--- config.mk ---
export PLATFORM = sky130hd
export DESIGN_NAME = alu_share_ctrl
export DESIGN_NICKNAME = d
export VERILOG_FILES = /design/src/rtl/alu_share_ctrl_pkg.sv /design/src/rtl/Alu.sv /design/src/rtl/rr_arb2.sv /design/src/rtl/alu_share_ctrl.sv
export SDC_FILE = /design/constraint.sdc
export NUM_CORES = 1
export LEC_CHECK = 0
export CORE_MARGIN = 8
export CORE_UTILIZATION = 57
export CTS_BUF_LIST = sky130_fd_sc_hd__clkbuf_4 sky130_fd_sc_hd__clkbuf_8
export DETAILED_ROUTE_END_ITERATION = 7
export PLACE_DENSITY = 0.83
export SLEW_MARGIN = 15
export SYNTH_ARGS = -nofsm -noshare
export SYNTH_HDL_FRONTEND = slang
export SYNTH_HIERARCHICAL = 1
export SYNTH_SLANG_ARGS = --single-unit
--- constraint.sdc ---
create_clock -name clk -period 4.11 [get_ports clk]
set_input_delay 0.822 -clock clk [delete_from_list [all_inputs] [get_ports clk]]
set_output_delay 0.822 -clock clk [all_outputs]
set_load 0.005 [all_outputs]
--- src/rtl/alu_share_ctrl_pkg.sv ---
// alu_share_ctrl_pkg
//   Shared definitions for the two-requester ALU sharing controller:
//   ALU op codes, controller FSM states and the illegal-op check.
package alu_share_ctrl_pkg;

    localparam logic [2:0] OP_AND = 3'b000;
    localparam logic [2:0] OP_OR  = 3'b001;
    localparam logic [2:0] OP_ADD = 3'b010;
    localparam logic [2:0] OP_NOR = 3'b100;
    localparam logic [2:0] OP_XOR = 3'b101;
    localparam logic [2:0] OP_SUB = 3'b110;

    typedef enum logic [1:0] {
        ST_IDLE = 2'd0,
        ST_EXEC = 2'd1,
        ST_DONE = 2'd2
    } state_e;

    // 011 and 111 are the only unassigned codes.
    function automatic logic op_illegal(input logic [2:0] op);
        return (op[1:0] == 2'b11);
    endfunction

endpackage

--- src/rtl/Alu.sv ---
// Alu
//   32-bit combinational ALU shared by the controller.
//   a, b      operands
//   op        operation code (see alu_share_ctrl_pkg)
//   unsig     selects unsigned compare and suppresses signed overflow
//   aluout    result (0 for illegal op codes)
//   compout   a < b, signed or unsigned per unsig
//   overflow  signed overflow of add/sub (0 when unsig or other ops)
module Alu
    import alu_share_ctrl_pkg::*;
(
    input  logic [31:0] a,
    input  logic [31:0] b,
    input  logic [2:0]  op,
    input  logic        unsig,
    output logic [31:0] aluout,
    output logic        compout,
    output logic        overflow
);

    logic [31:0] sum;
    logic [31:0] diff;

    assign sum  = a + b;
    assign diff = a - b;

    always_comb begin
        aluout   = '0;
        overflow = 1'b0;
        case (op)
            OP_AND: aluout = a & b;
            OP_OR:  aluout = a | b;
            OP_ADD: begin
                aluout   = sum;
                overflow = !unsig && (a[31] == b[31]) && (sum[31] != a[31]);
            end
            OP_NOR: aluout = ~(a | b);
            OP_XOR: aluout = a ^ b;
            OP_SUB: begin
                aluout   = diff;
                overflow = !unsig && (a[31] != b[31]) && (diff[31] != a[31]);
            end
            default: aluout = '0;
        endcase
    end

    assign compout = unsig ? (a < b) : ($signed(a) < $signed(b));

endmodule

--- src/rtl/rr_arb2.sv ---
// rr_arb2
//   Combinational 2-way round-robin arbiter.
//   req_i   [1:0]  request vector
//   last_i         index of the requester granted most recently
//   grant_o [1:0]  one-hot grant (zero when no request)
module rr_arb2 (
    input  logic [1:0] req_i,
    input  logic       last_i,
    output logic [1:0] grant_o
);

    always_comb begin
        if (req_i == 2'b11) begin
            // Tie goes to whoever did not win last time.
            grant_o = last_i ? 2'b01 : 2'b10;
        end else begin
            grant_o = req_i;
        end
    end

endmodule

--- src/rtl/alu_share_ctrl.sv ---
// alu_share_ctrl
//   Shares one Alu between two requesters. Round-robin grant in IDLE,
//   operands latched on handshake, fixed EXEC_CYCLES execute window, then a
//   one-cycle rsp_valid pulse tagged to the winner. Illegal op codes skip
//   the execute window and report rsp_err with zero result.
//   clk, rst            clock; synchronous active-high reset
//   req_valid/req_ready per-requester handshake
//   req{0,1}_{a,b}      operands; req_op = {op1, op0}; req_unsig per requester
//   rsp_valid           one-hot result pulse
//   rsp_data/comp/ovf   registered Alu outputs; rsp_err flags illegal op
module alu_share_ctrl
    import alu_share_ctrl_pkg::*;
#(
    parameter int unsigned EXEC_CYCLES = 1,
    parameter int unsigned CNT_W       = 4
) (
    input  logic        clk,
    input  logic        rst,
    input  logic [1:0]  req_valid,
    output logic [1:0]  req_ready,
    input  logic [31:0] req0_a,
    input  logic [31:0] req0_b,
    input  logic [31:0] req1_a,
    input  logic [31:0] req1_b,
    input  logic [5:0]  req_op,
    input  logic [1:0]  req_unsig,
    output logic [1:0]  rsp_valid,
    output logic [31:0] rsp_data,
    output logic        rsp_comp,
    output logic        rsp_ovf,
    output logic        rsp_err
);

    state_e            state_q, state_d;
    logic              last_q, last_d;
    logic              id_q, id_d;
    logic [CNT_W-1:0]  cnt_q, cnt_d;
    logic [31:0]       a_q, a_d, b_q, b_d;
    logic [2:0]        op_q, op_d;
    logic              unsig_q, unsig_d;
    logic [31:0]       data_q, data_d;
    logic              comp_q, comp_d, ovf_q, ovf_d, err_q, err_d;

    logic [1:0]  grant;
    logic        gnt_id;
    logic        xfer;
    logic [2:0]  sel_op;
    logic [31:0] alu_out;
    logic        alu_comp, alu_ovf;

    rr_arb2 u_arb (
        .req_i   (req_valid),
        .last_i  (last_q),
        .grant_o (grant)
    );

    // Alu sees only latched operands, so its inputs are stable outside EXEC.
    Alu u_alu (
        .a        (a_q),
        .b        (b_q),
        .op       (op_q),
        .unsig    (unsig_q),
        .aluout   (alu_out),
        .compout  (alu_comp),
        .overflow (alu_ovf)
    );

    assign gnt_id = grant[1];
    assign sel_op = gnt_id ? req_op[5:3] : req_op[2:0];
    assign xfer   = |(req_valid & req_ready);

    always_ff @(posedge clk) begin
        if (rst) begin
            state_q <= ST_IDLE;
            last_q  <= 1'b1;
            id_q    <= 1'b0;
            cnt_q   <= '0;
            a_q     <= '0;
            b_q     <= '0;
            op_q    <= '0;
            unsig_q <= 1'b0;
            data_q  <= '0;
            comp_q  <= 1'b0;
            ovf_q   <= 1'b0;
            err_q   <= 1'b0;
        end else begin
            state_q <= state_d;
            last_q  <= last_d;
            id_q    <= id_d;
            cnt_q   <= cnt_d;
            a_q     <= a_d;
            b_q     <= b_d;
            op_q    <= op_d;
            unsig_q <= unsig_d;
            data_q  <= data_d;
            comp_q  <= comp_d;
            ovf_q   <= ovf_d;
            err_q   <= err_d;
        end
    end

    always_comb begin
        state_d = state_q;
        last_d  = last_q;
        id_d    = id_q;
        cnt_d   = cnt_q;
        a_d     = a_q;
        b_d     = b_q;
        op_d    = op_q;
        unsig_d = unsig_q;
        data_d  = data_q;
        comp_d  = comp_q;
        ovf_d   = ovf_q;
        err_d   = err_q;
        case (state_q)
            ST_IDLE: begin
                if (xfer) begin
                    a_d     = gnt_id ? req1_a : req0_a;
                    b_d     = gnt_id ? req1_b : req0_b;
                    op_d    = sel_op;
                    unsig_d = req_unsig[gnt_id];
                    id_d    = gnt_id;
                    last_d  = gnt_id;
                    cnt_d   = '0;
                    if (op_illegal(sel_op)) begin
                        data_d  = '0;
                        comp_d  = 1'b0;
                        ovf_d   = 1'b0;
                        err_d   = 1'b1;
                        state_d = ST_DONE;
                    end else begin
                        state_d = ST_EXEC;
                    end
                end
            end
            ST_EXEC: begin
                cnt_d = cnt_q + CNT_W'(1);
                if (cnt_q == CNT_W'(EXEC_CYCLES - 1)) begin
                    data_d  = alu_out;
                    comp_d  = alu_comp;
                    ovf_d   = alu_ovf;
                    err_d   = 1'b0;
                    state_d = ST_DONE;
                end
            end
            ST_DONE: state_d = ST_IDLE;
            default: state_d = ST_IDLE;
        endcase
    end

    always_comb begin
        req_ready = '0;
        rsp_valid = '0;
        if (!rst) begin
            if (state_q == ST_IDLE) begin
                req_ready = grant;
            end
            if (state_q == ST_DONE) begin
                rsp_valid = id_q ? 2'b10 : 2'b01;
            end
        end
    end

    assign rsp_data = data_q;
    assign rsp_comp = comp_q;
    assign rsp_ovf  = ovf_q;
    assign rsp_err  = err_q;

endmodule

Figure 1. Floorplan with the power grid (run 1).
Pins as bars on the die edge.
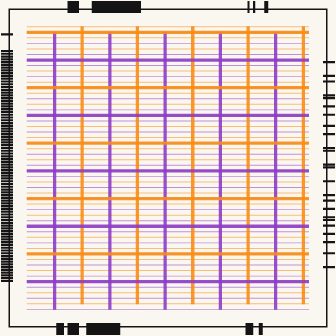
Purple is VSS. Orange is VDD.
179 signal pins sit on the boundary. 10 straps on met5. 10 straps on met4.
core region area: 19210 µm²
maximum vdd ir drop: 210.6 µV

Figure 2. Placement by cell class (run 1).
Bar = 50 µm.
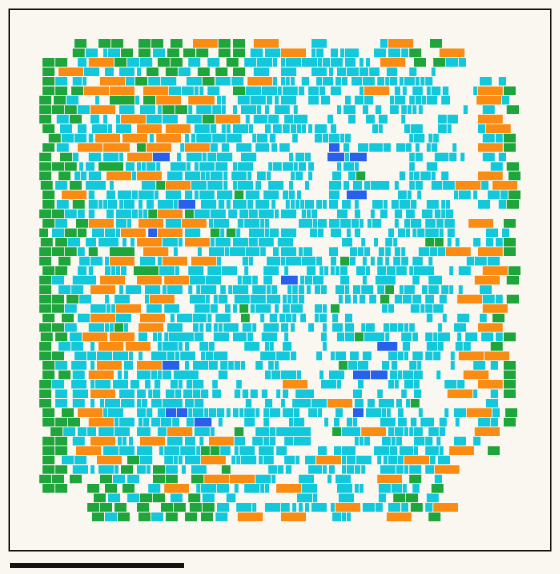
Cyan is combinational and other logic, cells 1140, share of their area 65%. Green is remaining buffers and delay cells, cells 209, share of their area 16%. Orange is sequential cells, cells 111, share of their area 18%. Blue is clock drivers and dummy loads, cells 16, share of their area 1.6%.
final design utilization: 67.57%
sequential cell area share: 17.14%
final instance area: 12980 µm²

Figure 3. Routed clock nets over the placement (run 1).
Bar = 50 µm.
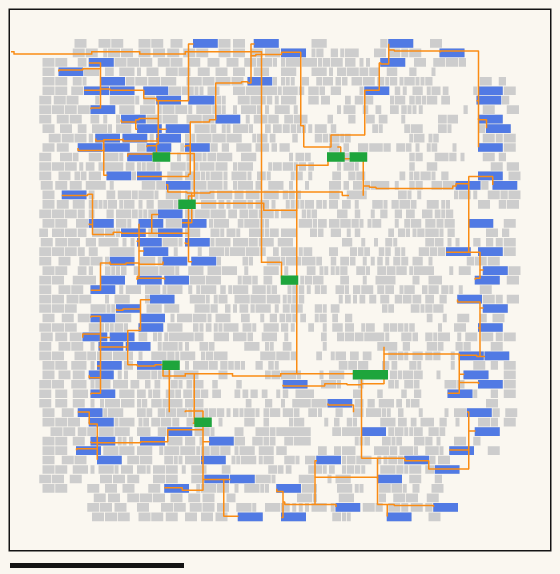
Blue is flip-flops, count 111. Green is clock drivers, count 9. Orange is clock wires, length 1610 µm.
There are 10 routed clock nets.
power consumed by the clock network: 0.698 mW
part of the total power dissipated in the clock network: 19.5%
later-pin clock latency in the skew report: 420 ps
final clock skew: 28.67 ps

Figure 4. Routed metal, one color a layer (run 1).
Only two layers are drawn.
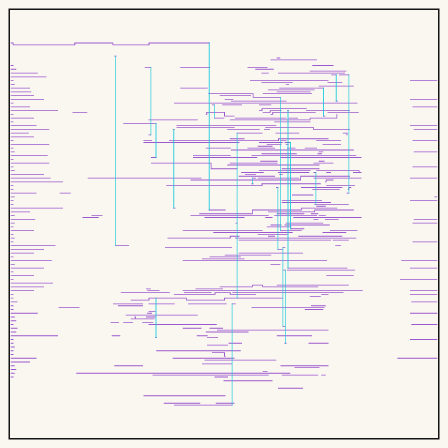
Purple is metal 3, wire length 3850 µm. Cyan is metal 4, wire length 600 µm.
total number of vias: 10610
routed wirelength normalized by instance count: 19.28 µm
global-route total usage across every layer: 27.46%
Routed WL: 33580 µm

run 1: cell families after synthesis:
group	count (synthesis)	synth area share (%)
compound gates	394	27.51
xor+xnor	13	1.032
fa+ha+maj	110	12.61
buf+inv	209	9.620
flops	111	20.15
mux	137	12.77
simple gates	382	16.30
run 1: tightest hold or removal path: cells and delay by family (launching register included):
family           cells  cell delay [ps]
flip-flops           1              320
AND/OR/NAND/NOR      1               60
multiplexers         1               60
run 1: stage by stage:
step           cells  util, %  power [mW]
2_1_floorplan   1356        -       2.405
6_report        1742    67.57       3.572
3_5_place_dp    1725    66.52       2.846
3_3_place_gp    1725    66.52       2.824
4_1_cts         1741    67.55       3.538
5_1_grt         1741    67.55       3.760
run 1: worst max-delay path by stage:
| stage | to | slack [ps] | cells past startpoint |
|---|---|---|---|
| after floorplan | rsp_data[31]$_SDFFE_PP0P_ | 780 | 13 |
| after global placement | rsp_data[30]$_SDFFE_PP0P_ | 510 | 15 |
| after detailed placement | rsp_data[30]$_SDFFE_PP0P_ | 420 | 15 |
| after CTS | rsp_data[30]$_SDFFE_PP0P_ | 450 | 15 |
| after global routing | rsp_data[28]$_SDFFE_PP0P_ | 140 | 15 |
| final | rsp_data[27]$_SDFFE_PP0P_ | 370 | 14 |
run 1: state kept, by name, summed over array words and instances, names as in the netlist:
register  count
id_q          1
state_q       2
rsp_data     32
last_q        1
rsp_comp      1
b_q          32
unsig_q       1
rsp_err       1
cnt_q         4
op_q          3
rsp_ovf       1
a_q          32
run 1: synthesized netlist by cell type, types with 4 or more instances:
cell / n
sky130_fd_sc_hd__a2111oi_0: 4
sky130_fd_sc_hd__a211oi_1: 54
sky130_fd_sc_hd__a211oi_2: 51
sky130_fd_sc_hd__a21o_1: 6
sky130_fd_sc_hd__a21oi_1: 93
sky130_fd_sc_hd__a221oi_1: 11
sky130_fd_sc_hd__a22oi_1: 7
sky130_fd_sc_hd__a31oi_1: 8
sky130_fd_sc_hd__and2_1: 8
sky130_fd_sc_hd__buf_1: 7
sky130_fd_sc_hd__buf_2: 14
sky130_fd_sc_hd__buf_4: 7
sky130_fd_sc_hd__buf_6: 12
sky130_fd_sc_hd__clkbuf_1: 53
sky130_fd_sc_hd__clkbuf_8: 8
sky130_fd_sc_hd__dfxtp_1: 111
sky130_fd_sc_hd__ha_1: 108
sky130_fd_sc_hd__inv_1: 100
sky130_fd_sc_hd__mux2_2: 30
sky130_fd_sc_hd__mux2i_1: 107
sky130_fd_sc_hd__nand2_1: 77
sky130_fd_sc_hd__nand2b_1: 42
sky130_fd_sc_hd__nand3_1: 8
sky130_fd_sc_hd__nand4_1: 7
sky130_fd_sc_hd__nor2_1: 167
sky130_fd_sc_hd__nor2b_1: 12
sky130_fd_sc_hd__nor3_1: 19
sky130_fd_sc_hd__nor4_1: 11
sky130_fd_sc_hd__o211ai_1: 10
sky130_fd_sc_hd__o21a_1: 9
sky130_fd_sc_hd__o21ai_0: 32
sky130_fd_sc_hd__o21ai_1: 4
sky130_fd_sc_hd__o21bai_1: 8
sky130_fd_sc_hd__o221ai_1: 15
sky130_fd_sc_hd__o22ai_1: 27
sky130_fd_sc_hd__o31ai_1: 7
sky130_fd_sc_hd__xnor2_1: 10
==> flow_results.org, run 1 <==
* Implementation run

** Status
- Result of the run :: completed

** Yosys
- Post-synth tally of flip-flops with integrated enable :: 0
- Register bit total from synthesis :: 111
- Synthesized area :: 11030 µm²
- Yosys cell types :: between 90 and 100
- Yosys synthesis warning count :: 6
- Synthesis handed over a netlist of 1356 instances.
- Yosys top cell by area :: sky130_fd_sc_hd__dfxtp_1
- Yosys synthesis chip area :: 11030 µm²
- Sequential-to-total area share from yosys stat :: 20.15%
- Number of cells in Yosys stat :: between 1000 and 1500
- Cell types occupying the most area after synthesis :: sky130_fd_sc_hd__dfxtp_1 20%, sky130_fd_sc_hd__ha_1 12%, sky130_fd_sc_hd__mux2i_1 9.7%

** Cells and area
- Sequential Area :: 2225 µm²
- Non-clock buffer contribution to total cell area :: 15.89%
- The area growth from synthesis to layout is 17.66%.
- The multi-input combinational cells in the finished layout cover a total of 7767 µm².
- Non-clock inverters in the final layout number around 100.
- Buffers, non-clock :: about 210
- Combinational gate count :: 1036
- Commonest non-fill, non-tap cell in the layout :: sky130_fd_sc_hd__clkdlybuf4s50_1
- The layout has 1613 filler cells.

** Hold path
- In the hold timing report, the worst path depth is 2.
- Startpoint of the most critical hold path :: rsp_data[15]$_SDFFE_PP0P_

** Global route
- Entering global routing, the biggest net connects about 74 pins.
- Met1 Track Usage GR :: approximately two fifths
- After global routing the overflow that remains totals 0.
- Met3 Track Usage GR :: 7.101%
- Via count of the first global-routing pass :: a little under 10000
- The layer flagged by global routing as most heavily used is met1.

** STA
- Per the timing report, the achievable frequency comes out to 267.3 MHz.
- Worst Hold Slack :: 478.1 ps
- Worst relative slew slack :: 30.29%
- Setup total negative slack on the finished layout was measured at 0 ps.
- Once routing completed, OpenROAD measured the worst setup slack at between 300 and 400 ps.
- Endpoints failing hold in the final report were tallied at 0.
- Setup violations remaining at the end of the flow were counted as 0.

** Setup path
- Dominant delay contributor by cell family on the critical path :: AND-OR/OR-AND gates
- Cell with the biggest individual delay on the critical path :: sky130_fd_sc_hd__a2111oi_0
- Critical Path Start Type :: register
- In this run the critical register-to-register path is launched from a_q[1]$_SDFFE_PP0P_.
- The critical path starts at a_q[1]$_SDFFE_PP0P_.
- Per the timing report, the most critical flop-to-flop path finishes at rsp_data[27]$_SDFFE_PP0P_.
- Buf+Inv Stages, Crit Path :: 2
- Largest incremental delay on the critical path :: 550 ps
- Required time of the critical path :: 4430 ps
- FF-to-FF setup slack :: 370 ps
- Ordered cell list for the critical path :: inv_1 > ha_1 > a211oi_2 > o211ai_1 > a221oi_2 > a31oi_1 > buf_4 > a211o_1 > a21oi_1 > nor2_1 > a2111oi_0 > a21oi_1 > nand2_1 > mux2i_1

** Floorplanning
- Taps Inserted :: 265
- From left edge to right edge, the die measures roughly 160 µm.
- Pin placement for this block handled between 150 and 200 I/O pins.
- After floorplanning, the core was divided into 51 placement rows.
- Before placement the cells fill 57.42% of the core.

** Pwr
- Sw Ratio :: 41.65%
- Proportion of power drawn by flip-flops and latches :: 33.9%
- Gate power share :: 46.5%
- The internal power of the cells totals 2.085 mW.
- The analysis attributes to net switching a power of roughly 1.5 mW.

** CTS
- Post-CTS clock slew at the launch and capture registers of the worst setup and hold paths :: 140 ps
- The number of clock buffers added by TritonCTS is 9.
- TritonCTS built the clock tree.
- In this run the clock root is driven by a sky130_fd_sc_hd__clkbuf_8.
- Clock tree sinks :: 111
- Per the CTS log, the maximum H-tree level is 3.
- Number of buffers inserted by post-CTS setup repair :: 0

** Route
- TritonRoute reported its final design rule violation total as 0.
- In the detailed route, the total length drawn on met2 is 13690 µm.
- For this run, the detailed router's first-pass iteration total came to 6.
- For this block, wires on met1 add up to 15440 µm.
- Length of routed met3 wiring :: between 3000 and 4000 µm

** Place
- Instance area after placement :: 12780 µm²

** Job
- The report counts max-capacitance violations totalling 0.
==> run 2: changes to the inputs <==
--- a/config.mk
+++ b/config.mk
@@ -6,10 +6,10 @@
 export NUM_CORES = 1
 export LEC_CHECK = 0
 export CORE_MARGIN = 8
-export CORE_UTILIZATION = 57
+export CORE_UTILIZATION = 45
 export CTS_BUF_LIST = sky130_fd_sc_hd__clkbuf_4 sky130_fd_sc_hd__clkbuf_8
 export DETAILED_ROUTE_END_ITERATION = 7
-export PLACE_DENSITY = 0.83
+export PLACE_DENSITY = 0.68
 export SLEW_MARGIN = 15
 export SYNTH_ARGS = -nofsm -noshare
 export SYNTH_HDL_FRONTEND = slang
==> flow_results.org, run 2 <==
* Implementation run

** Yosys
- Number of cells in Yosys stat :: 1356 (unchanged)
- The sequential share of the synthesized area was 20.15% (unchanged).
- The post-synthesis sequential element count was 111 (unchanged).
- Synthesized area :: 11030 µm² (unchanged)
- Net count entering floorplan :: 1606
- The count of library flops with an enable pin came to 0 (unchanged).
- The instance tally after logic synthesis came to 1356 (unchanged).
- Cell types occupying the most area after synthesis :: sky130_fd_sc_hd__dfxtp_1 20%, sky130_fd_sc_hd__ha_1 12%, sky130_fd_sc_hd__mux2i_1 9.7%
- Yosys reports that the leading cell type by area covers 20.15% of the netlist area.
- The count of unique library cells instantiated by Yosys was 91 (unchanged).
- Avg Inst Size Synth :: roughly 8.1 µm²
- Yosys top cell by area :: sky130_fd_sc_hd__dfxtp_1
- Top cells by count, synth :: 167 x sky130_fd_sc_hd__nor2_1, 111 x sky130_fd_sc_hd__dfxtp_1, 108 x sky130_fd_sc_hd__ha_1
- Yosys synthesis chip area :: 11030 µm² (unchanged)
- The Yosys warning count came to 6 (unchanged).
- Main flop type :: sky130_fd_sc_hd__dfxtp_1
- Post-synthesis async set-or-reset flop share :: 0%
- Most numerous cell in the Yosys netlist :: sky130_fd_sc_hd__nor2_1

** Job
- Maximum capacitance violations :: 0 (unchanged)
- Count of warning messages emitted by the tools :: roughly 100

** Floorplanning
- Standard-cell rows :: 57 (+12%)
- The chip occupies 29780 µm².
- The number of ports placed on the die boundary is 179 (unchanged).
- The pre-placement core utilization came to 45.62% (-12 points).

** Global route
- Global routing put the most usage on met1.
- The remaining global-route overflow was 0 (unchanged).
- Pin count of the biggest net entering global routing :: 70 (-5.4%)
- Via count of the first global-routing pass :: 9704 (-2.3%)
- The met1 usage in global routing came to 33.52% (-6.7 points).
- Met3 Track Usage GR :: 5.119% (-2.0 points)
- Global-route total usage across every layer :: 22.11% (-5.4 points)
- The initial antenna violation count is 0.
- Global-route wire length before repair :: ~54000 µm
- Routing resource usage on met2 recorded by global route was between 30% and 40%.

** Cells and area
- Most frequently placed logic cells in the final layout :: 177 x sky130_fd_sc_hd__clkdlybuf4s50_1, 167 x sky130_fd_sc_hd__nor2_1, 109 x sky130_fd_sc_hd__dfxtp_1
- Layout area overhead :: 17.71% (about the same)
- The final antenna diode tally reported by the flow is 0.
- Commonest non-fill, non-tap cell in the layout :: sky130_fd_sc_hd__clkdlybuf4s50_1
- Post-layout net count :: 1716
- The cell area after layout came to 12980 µm² (about the same).
- Proportion of layout cells with a drive suffix above 1 :: 10.61%
- Non-Filler Instances :: 1795 (+3.0%)
- The core occupancy in the finished layout came to 53.70% (-14 points).

** STA
- The final worst setup slack was 319.1 ps (-50.19 ps).
- The number of endpoints with negative hold slack in the final report was 0 (unchanged).
- The final total negative setup slack is 0 ps (unchanged).
- Max-slew violation count :: 0
- Number of endpoints failing setup at the final stage :: 0 (unchanged)
- The final timing report derives a shortest allowable period of ~3800 ps.
- Looking at the max-slew report, the worst-margin pin has a slew of 926.9 ps.
- Final period util :: 92.24%
- The worst relative slew slack is 37.64% (+7.3 points).
- RSZ-0062 raised after global routing :: false
- Upper clock frequency limit :: 263.8 MHz (-1.3%)

** Setup path
- The setup slack on the worst flop-to-flop path came to 320 ps (-50 ps).
- Type of the worst setup path :: register to register
- The required time at the endpoint of the critical path was 4390 ps (-40 ps).
- Data arrival at the endpoint of the critical path :: 4070 ps
- Maximum fanout along the worst path :: 5
- Critical Path Start Type :: register
- The worst setup path is captured at a register.

** Pwr
- The script extracted a total leakage power of 4.859 nW.
- Power Dens Cells :: 273.5 nW/µm²

** Place
- I/O Buffers :: 178
- Routability congestion estimate :: 0.9593
- The placed instance area was 12790 µm² (about the same).
- Post-placement setup slack :: ~370 ps
- Number of cells after detailed placement :: 1779 (+3.1%)
- For this run the detailed placement stage logged an HPWL of 26310 µm.

** CTS
- # hold bufs at CTS :: 0
- H-tree depth :: 3 (unchanged)
- The post-CTS setup buffer count is 0 (unchanged).
- Once the clock tree was built, the resizer swapped 0 gates to a different size.
- Buffer depth of the longest clock path :: 2
- Post-CTS clock slew at the launch and capture registers of the worst setup and hold paths :: 130 ps (about the same)
- Clock root buffer :: sky130_fd_sc_hd__clkbuf_8
- Clock tree from TritonCTS :: done

** Route
- The via count came to 10330 (-2.7%).
- Routed WL :: 33980 µm (+1.2%)
- Count of routing violations after the opening detailed-route iteration :: around 1100
- TritonRoute pass-1 iters :: 5 (-1)
- The remaining routing DRC violations was 0 (unchanged).
- Nets still carrying antenna violations after routing amount to 0.
- DR vias/cell :: 5.752
- The average wire length per cell after detail routing came to 18.93 µm (-1.8%).

** Status
- The flow ran to the end, and the final reports show no timing, DRC or antenna violations.

** Hold path
- The type recorded for the worst min-delay path is register to register.
==> run 2: cell counts after synthesis <==
No cell type changed its count.
==> run 2: cell families after synthesis <==
kind of cell	after synthesis	share of synthesized area, %
adder cells (fa/ha/maj)	110	12.61
XOR/XNOR	13	1.032
multiplexers	137	12.77
AND-OR/OR-AND	394	27.51
flip-flops	111	20.15
AND/OR/NAND/NOR	382	16.30
buffers and inverters	209	9.620
==> run 2: worst max-delay path: stages, from the launching register on <==
cell                        delay [ps]
sky130_fd_sc_hd__dfxtp_1           460
sky130_fd_sc_hd__inv_1             120
sky130_fd_sc_hd__ha_1              350
sky130_fd_sc_hd__a211oi_2          290
sky130_fd_sc_hd__o211ai_1          180
sky130_fd_sc_hd__a221oi_2          320
sky130_fd_sc_hd__a31oi_1           200
sky130_fd_sc_hd__a2111oi_1         560
sky130_fd_sc_hd__o21ai_1           160
sky130_fd_sc_hd__a21oi_1           280
sky130_fd_sc_hd__mux2_2            370
sky130_fd_sc_hd__a221o_1           290
sky130_fd_sc_hd__nand2_1            50
sky130_fd_sc_hd__mux2i_1            60
==> run 2: layout make-up <==
class	count	area [µm²]
clock buffers	9	123.9
clock inverters	7	71.32
fillers	2349	11190
inverters	104	390.4
multi-input cells	1036	7767
flip-flops and latches	111	2225
well taps	324	405.4
repair buffers	204	1999
==> run 2: routing by layer <==
metal  share of wire (%)  wire length [µm]
met4                 1.5               494
met1                  50             16930
met2                  39             13330
met3                 9.5              3221
met5                   0                 0
==> run 2: per-stage QoR <==
| stage | power (mW) | hold slack [ps] |
|---|---|---|
| floorplan | 2.405 | 444.6 |
| global placement | 2.828 | 461.9 |
| detailed placement | 2.834 | 468.8 |
| CTS | 3.541 | 487.9 |
| global route | 3.769 | 503.5 |
| finish | 3.550 | 482.9 |
==> run 2: where the power goes <==
group / switching (mW) / total [mW] / internal [mW]
combinational: 0.945 / 1.64 / 0.695
sequential: 0.0797 / 1.21 / 1.14
clock: 0.455 / 0.696 / 0.241
==> run 2: worst paths after layout <==
kind,from,end,cells past startpoint
setup reg to reg,a_q[1]$_SDFFE_PP0P_,rsp_data[31]$_SDFFE_PP0P_,13
hold reg to reg,rsp_data[21]$_SDFFE_PP0P_,rsp_data[21]$_SDFFE_PP0P_,2
hold / removal,rsp_data[21]$_SDFFE_PP0P_,rsp_data[21]$_SDFFE_PP0P_,2
setup / recovery,a_q[1]$_SDFFE_PP0P_,rsp_data[31]$_SDFFE_PP0P_,13
Figure 5. Floorplan with the power grid (run 2).
Pins as bars on the die edge.
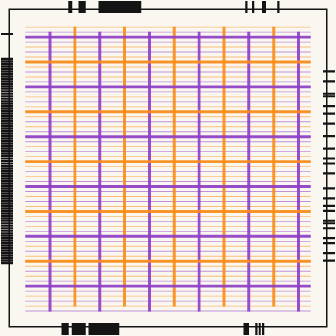
Orange is VDD. Purple is VSS.
11 straps on met5. 11 straps on met4.
Die Span X: 172.6 µm
vertical extent of the die: 172.6 µm
core region area: 24180 µm²
maximum vdd ir drop: 157.6 µV

Figure 6. Clock routing (run 2).
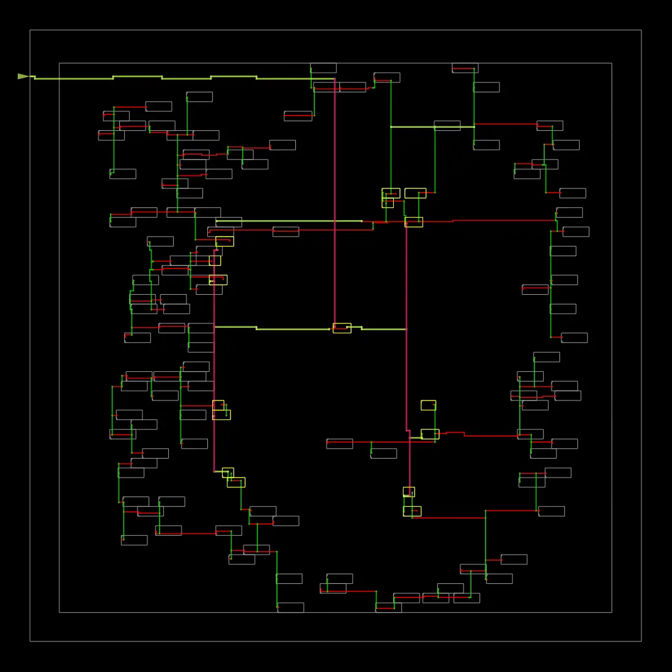
Flops: 111
clock tree sinks: 111
final clock skew: 33.71 ps
number of buffers created by CTS: 9

Figure 7. Routed clock nets over the placement (run 2).
Bar = 50 µm.
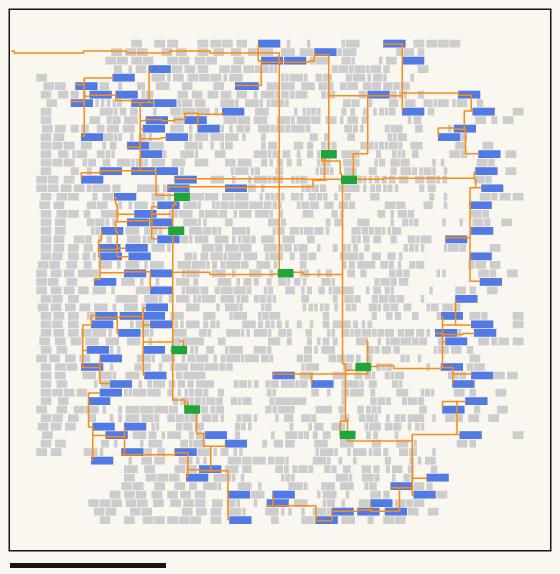
Orange is clock wires, length 1680 µm. Blue is flip-flops, count 111. Green is clock drivers, count 9.
There are 10 routed clock nets. Position of the flops: widely spread.
power consumed by the clock network: 0.696 mW
part of the total power dissipated in the clock network: 19.6%
later-pin clock latency in the skew report: 410 ps

==> run 3: changes to the inputs <==
--- a/config.mk
+++ b/config.mk
@@ -5,11 +5,14 @@
 export SDC_FILE = /design/constraint.sdc
 export NUM_CORES = 1
 export LEC_CHECK = 0
+export ABC_AREA = 1
 export CORE_MARGIN = 8
 export CORE_UTILIZATION = 45
 export CTS_BUF_LIST = sky130_fd_sc_hd__clkbuf_4 sky130_fd_sc_hd__clkbuf_8
+export CTS_CLUSTER_SIZE = 10
 export DETAILED_ROUTE_END_ITERATION = 7
-export PLACE_DENSITY = 0.68
+export DONT_BUFFER_PORTS = 1
+export PLACE_DENSITY = 0.59
 export SLEW_MARGIN = 15
 export SYNTH_ARGS = -nofsm -noshare
 export SYNTH_HDL_FRONTEND = slang
Figure 8. Clock routing (run 3).
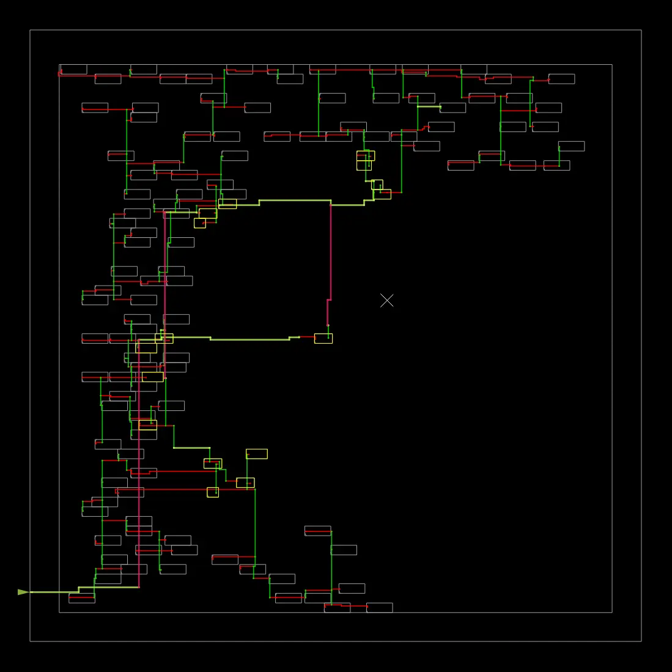
final clock skew: 36.87 ps
power consumed by the clock network: 0.701 mW
clock buffer instance count of the final layout: 9

Figure 9. Floorplan with the power grid (run 3).
Pins as bars on the die edge.
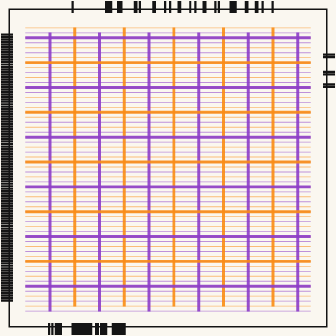
Purple is VSS. Orange is VDD.
58 met1 rails follow the rows. 179 signal pins sit on the boundary.
Die Span X: 173.0 µm
core region area: 24250 µm²

==> flow_results.org, run 3 <==
* Implementation run

** Setup path
- Capturing element type of the critical path :: register
- The largest fanout on the critical path is 7 (+2).
- Type of the worst setup path :: register to register
- FF-to-FF setup slack :: 1230 ps (+910 ps)
- The endpoint arrival time on the critical path came to 3230 ps (-840 ps).
- The required time at the endpoint of the critical path came to 4460 ps (+70 ps).
- Critical Path Start Type :: register

** Pwr
- The highest ir drop seen on vdd came to 158.6 µV (+0.68%).
- Power Dens Cells :: 317.1 nW/µm² (+16%)
- Leakage :: 5.573 nW (+15%)

** CTS
- Number of buffers inserted by post-CTS setup repair :: 0 (unchanged)
- TritonCTS built the clock tree.
- Post-CTS clock slew at the launch and capture registers of the worst setup and hold paths :: 140 ps (about the same)
- The maximum root-to-sink buffer count was 2 (unchanged).
- The total clock buffers created by CTS is 9 (unchanged).
- The count of clock tree sinks was 111 (unchanged).
- The total of cells resized after clock tree synthesis came to 0 (unchanged).
- The clock latency of the later-clocked register in the worst-skew pair is 410 ps (about the same).
- The post-cts hold buffer count was 0 (unchanged).
- H-tree depth :: 3 (unchanged)
- The tree is rooted in a sky130_fd_sc_hd__clkbuf_8.

** Route
- TritonRoute pass-1 iters :: 8 (+3)
- The remaining routing DRC violations was 1 (+1).
- Post-route ant nets :: 0 (unchanged)
- Count of routing violations after the opening detailed-route iteration :: 1138 (+5.6%)
- The total length of routed wires came to 40420 µm (+19%).
- The average via count per standard cell was 5.717 (-0.61%).

** STA
- The maximum frequency from static timing analysis is 347.3 MHz (+32%).
- RSZ-0062 raised after global routing :: false
- The number of endpoints with negative hold slack in the final report came to 0 (unchanged).
- Max-slew violation count :: 0 (unchanged)
- Total negative setup slack :: 0 ps (unchanged)
- Worst relative slew slack :: 34.92% (-2.7 points)
- The minimum period implied by the final worst setup slack was 2880 ps (-911.3 ps).
- The post-route clock period utilization was 70.06% (-22 points).
- The count of endpoints failing setup in the final report was 0 (unchanged).
- Transition time at the pin with the least slew margin :: 975.0 ps (+48.11 ps)

** Status
- The checks that failed: DRC.
- Result of the run :: complete, but fails checks

** Yosys
- Synthesized area :: 11090 µm² (+0.53%)
- Net count entering floorplan :: 2051 (+28%)
- The per-instance average area after synthesis is 6.157 µm² (-24%).
- The Yosys warning count came to 6 (unchanged).
- The share of async-settable or async-resettable flops after synthesis is 0% (unchanged).
- The chip area from the yosys synthesis statistics is 11090 µm² (+0.53%).
- Yosys top cell by area :: sky130_fd_sc_hd__dfxtp_1
- Number of cells produced by synthesis :: 1801 (+33%)
- In the synthesized netlist, the cells that appear most often are 514 x sky130_fd_sc_hd__nand2_1, 217 x sky130_fd_sc_hd__nand3_1, 199 x sky130_fd_sc_hd__inv_1.
- The sequential share of the synthesized area came to 20.04% (-0.11 points).
- Post-synth the commonest register cell is sky130_fd_sc_hd__dfxtp_1.
- The count of library flops with an enable pin came to 0 (unchanged).
- Yosys cell types :: 41 (-55%)
- The area share of the leading cell type in the synthesized netlist was 20.04% (-0.11 points).
- In the post-synthesis netlist, the biggest area contributors are sky130_fd_sc_hd__dfxtp_1 20%, sky130_fd_sc_hd__nand2_1 17%, sky130_fd_sc_hd__ha_1 12%.
- Number of cells in Yosys stat :: 1801 (+33%)
- Register bit total from synthesis :: 111 (unchanged)
- Most numerous cell in the Yosys netlist :: sky130_fd_sc_hd__nand2_1

** Cells and area
- The final net count is 1986 (+16%).
- The number of antenna repair diodes was 0 (unchanged).
- Final instance area :: 11390 µm² (-12%)
- Fillers :: 2676 (+14%)
- Leaving out fill and tap cells, the most frequent cell in the layout is sky130_fd_sc_hd__nand2_1.
- The core occupancy in the finished layout came to 46.98% (-6.7 points).
- Layout area overhead :: 2.742%
- The share of post-route cells with drive strength above 1 was 5.457% (-5.1 points).
- Most frequently placed logic cells in the final layout :: 512 x sky130_fd_sc_hd__nand2_1, 216 x sky130_fd_sc_hd__nand3_1, 198 x sky130_fd_sc_hd__inv_1

** Place
- The count of buffers from port buffering came to 0 (-100%).
- Sum of net half-perimeters after detailed placement :: 32370 µm (+23%)
- Instance area after placement :: 11180 µm² (-13%)
- The global placement routability congestion came to 0.9913 (+3.3%).

** Job
- The total of max-cap violations is 0 (unchanged).
- The OpenROAD warning count is 101 (unchanged).

** Floorplanning
- The pre-placement core utilization was 45.73% (+0.11 points).
- The full die area came to 29920 µm² (+0.48%).
- The number of placement rows came to 57 (unchanged).
- The number of ports placed on the die boundary was 179 (unchanged).

** Global route
- Pin count of the biggest net entering global routing :: 97 (+39%)
- Global-route wire length before repair :: 62390 µm (+15%)
- The number of global-route vias before repair is 11170 (+15%).
- The initial antenna violation count was 0 (unchanged).
- The remaining global-route overflow was 0 (unchanged).

** Hold path
- Classification of the worst-slack hold path :: primary input to register
Figure 10. Routed metal, one color a layer (run 3).
Only two layers are drawn.
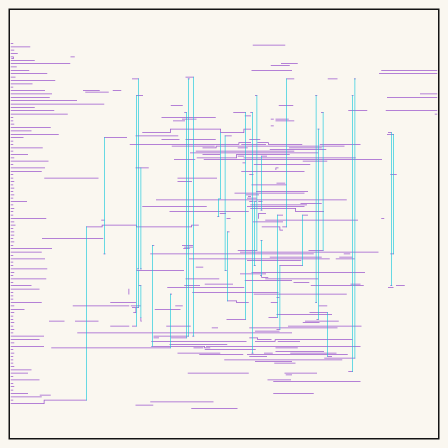
Purple is metal 3, wire length 3600 µm. Cyan is metal 4, wire length 1860 µm.
total number of vias: 11810
routed wirelength normalized by instance count: 19.57 µm
global-route total usage across every layer: 26.08%

-- run 3: layer usage --
layer	up-vias	wire, µm	part of all wire (%)	track usage (%)
met5	-	0	0	0
met1	5425	18860	47	36.35
met3	68	3602	8.9	5.554
li1	5789	-	-	-
met2	524	16100	40	37.60
met4	0	1856	4.6	12.15
-- run 3: critical path: stages, from the launching register on --
cell                      delay (ps)
sky130_fd_sc_hd__dfxtp_1         460
sky130_fd_sc_hd__inv_1            70
sky130_fd_sc_hd__ha_1            420
sky130_fd_sc_hd__nor2_2          270
sky130_fd_sc_hd__and2_1          170
sky130_fd_sc_hd__nand2_1          80
sky130_fd_sc_hd__nand2_2         140
sky130_fd_sc_hd__nand2_1          60
sky130_fd_sc_hd__nand2_1         150
sky130_fd_sc_hd__nand2_1          80
sky130_fd_sc_hd__inv_1            70
sky130_fd_sc_hd__nor2_1           40
sky130_fd_sc_hd__nand2_1          50
sky130_fd_sc_hd__nand3_1         170
sky130_fd_sc_hd__nand3_1         210
sky130_fd_sc_hd__nand2_1          90
sky130_fd_sc_hd__nand3_1         120
sky130_fd_sc_hd__nand2_1          80
sky130_fd_sc_hd__nor2_1           80
-- run 3: path summary, 6_finish.rpt --
check,startpoint,to,cells after the start
worst max-delay path,a_q[6]$_SDFFE_PP0P_,rsp_data[19]$_SDFFE_PP0P_,18
worst min register to register,cnt_q[3]$_SDFFE_PP0P_,cnt_q[3]$_SDFFE_PP0P_,2
worst max register to register,a_q[6]$_SDFFE_PP0P_,rsp_data[19]$_SDFFE_PP0P_,18
worst min-delay path,rst,cnt_q[1]$_SDFFE_PP0P_,1
-- run 3: where the power goes --
group	internal (mW)	switching (mW)
Combinational	0.493	1.16
Clock	0.247	0.454
Sequential	1.16	0.102
-- run 3: cells by family after synthesis --
| logic type | synth area share, % |
|---|---|
| simple gates | 36.27 |
| compound gates | 19.72 |
| buf+inv | 11.42 |
| flops | 20.04 |
| fa+ha+maj | 12.55 |
-- run 3: per-stage QoR --
| step | power [mW] | instances | worst slack, ps | hold slack, ps |
|---|---|---|---|---|
| final | 3.612 | 2065 | 1230 | 451.7 |
| after global routing | 3.860 | 2065 | 1028 | 429.6 |
| after CTS | 3.596 | 2065 | 1333 | 431.8 |
| after detailed placement | 2.898 | 2049 | 1130 | 450.7 |
| after global placement | 2.883 | 2049 | 1213 | 443.9 |
| after floorplan | 2.468 | 1801 | 1705 | 439.7 |
-- run 3: final cells by class --
type	count	area, µm²	share of cell area [%]
Multi-Input combinational cell	1385	7626	66.94
Sequential cell	111	2222	19.51
Inverter	214	803.3	7.051
Tap cell	324	405.4	3.558
Timing Repair Buffer	15	125.1	1.098
Clock buffer	9	123.9	1.087
Clock inverter	7	86.33	0.7578
Power and IR drop assume default switching activity.
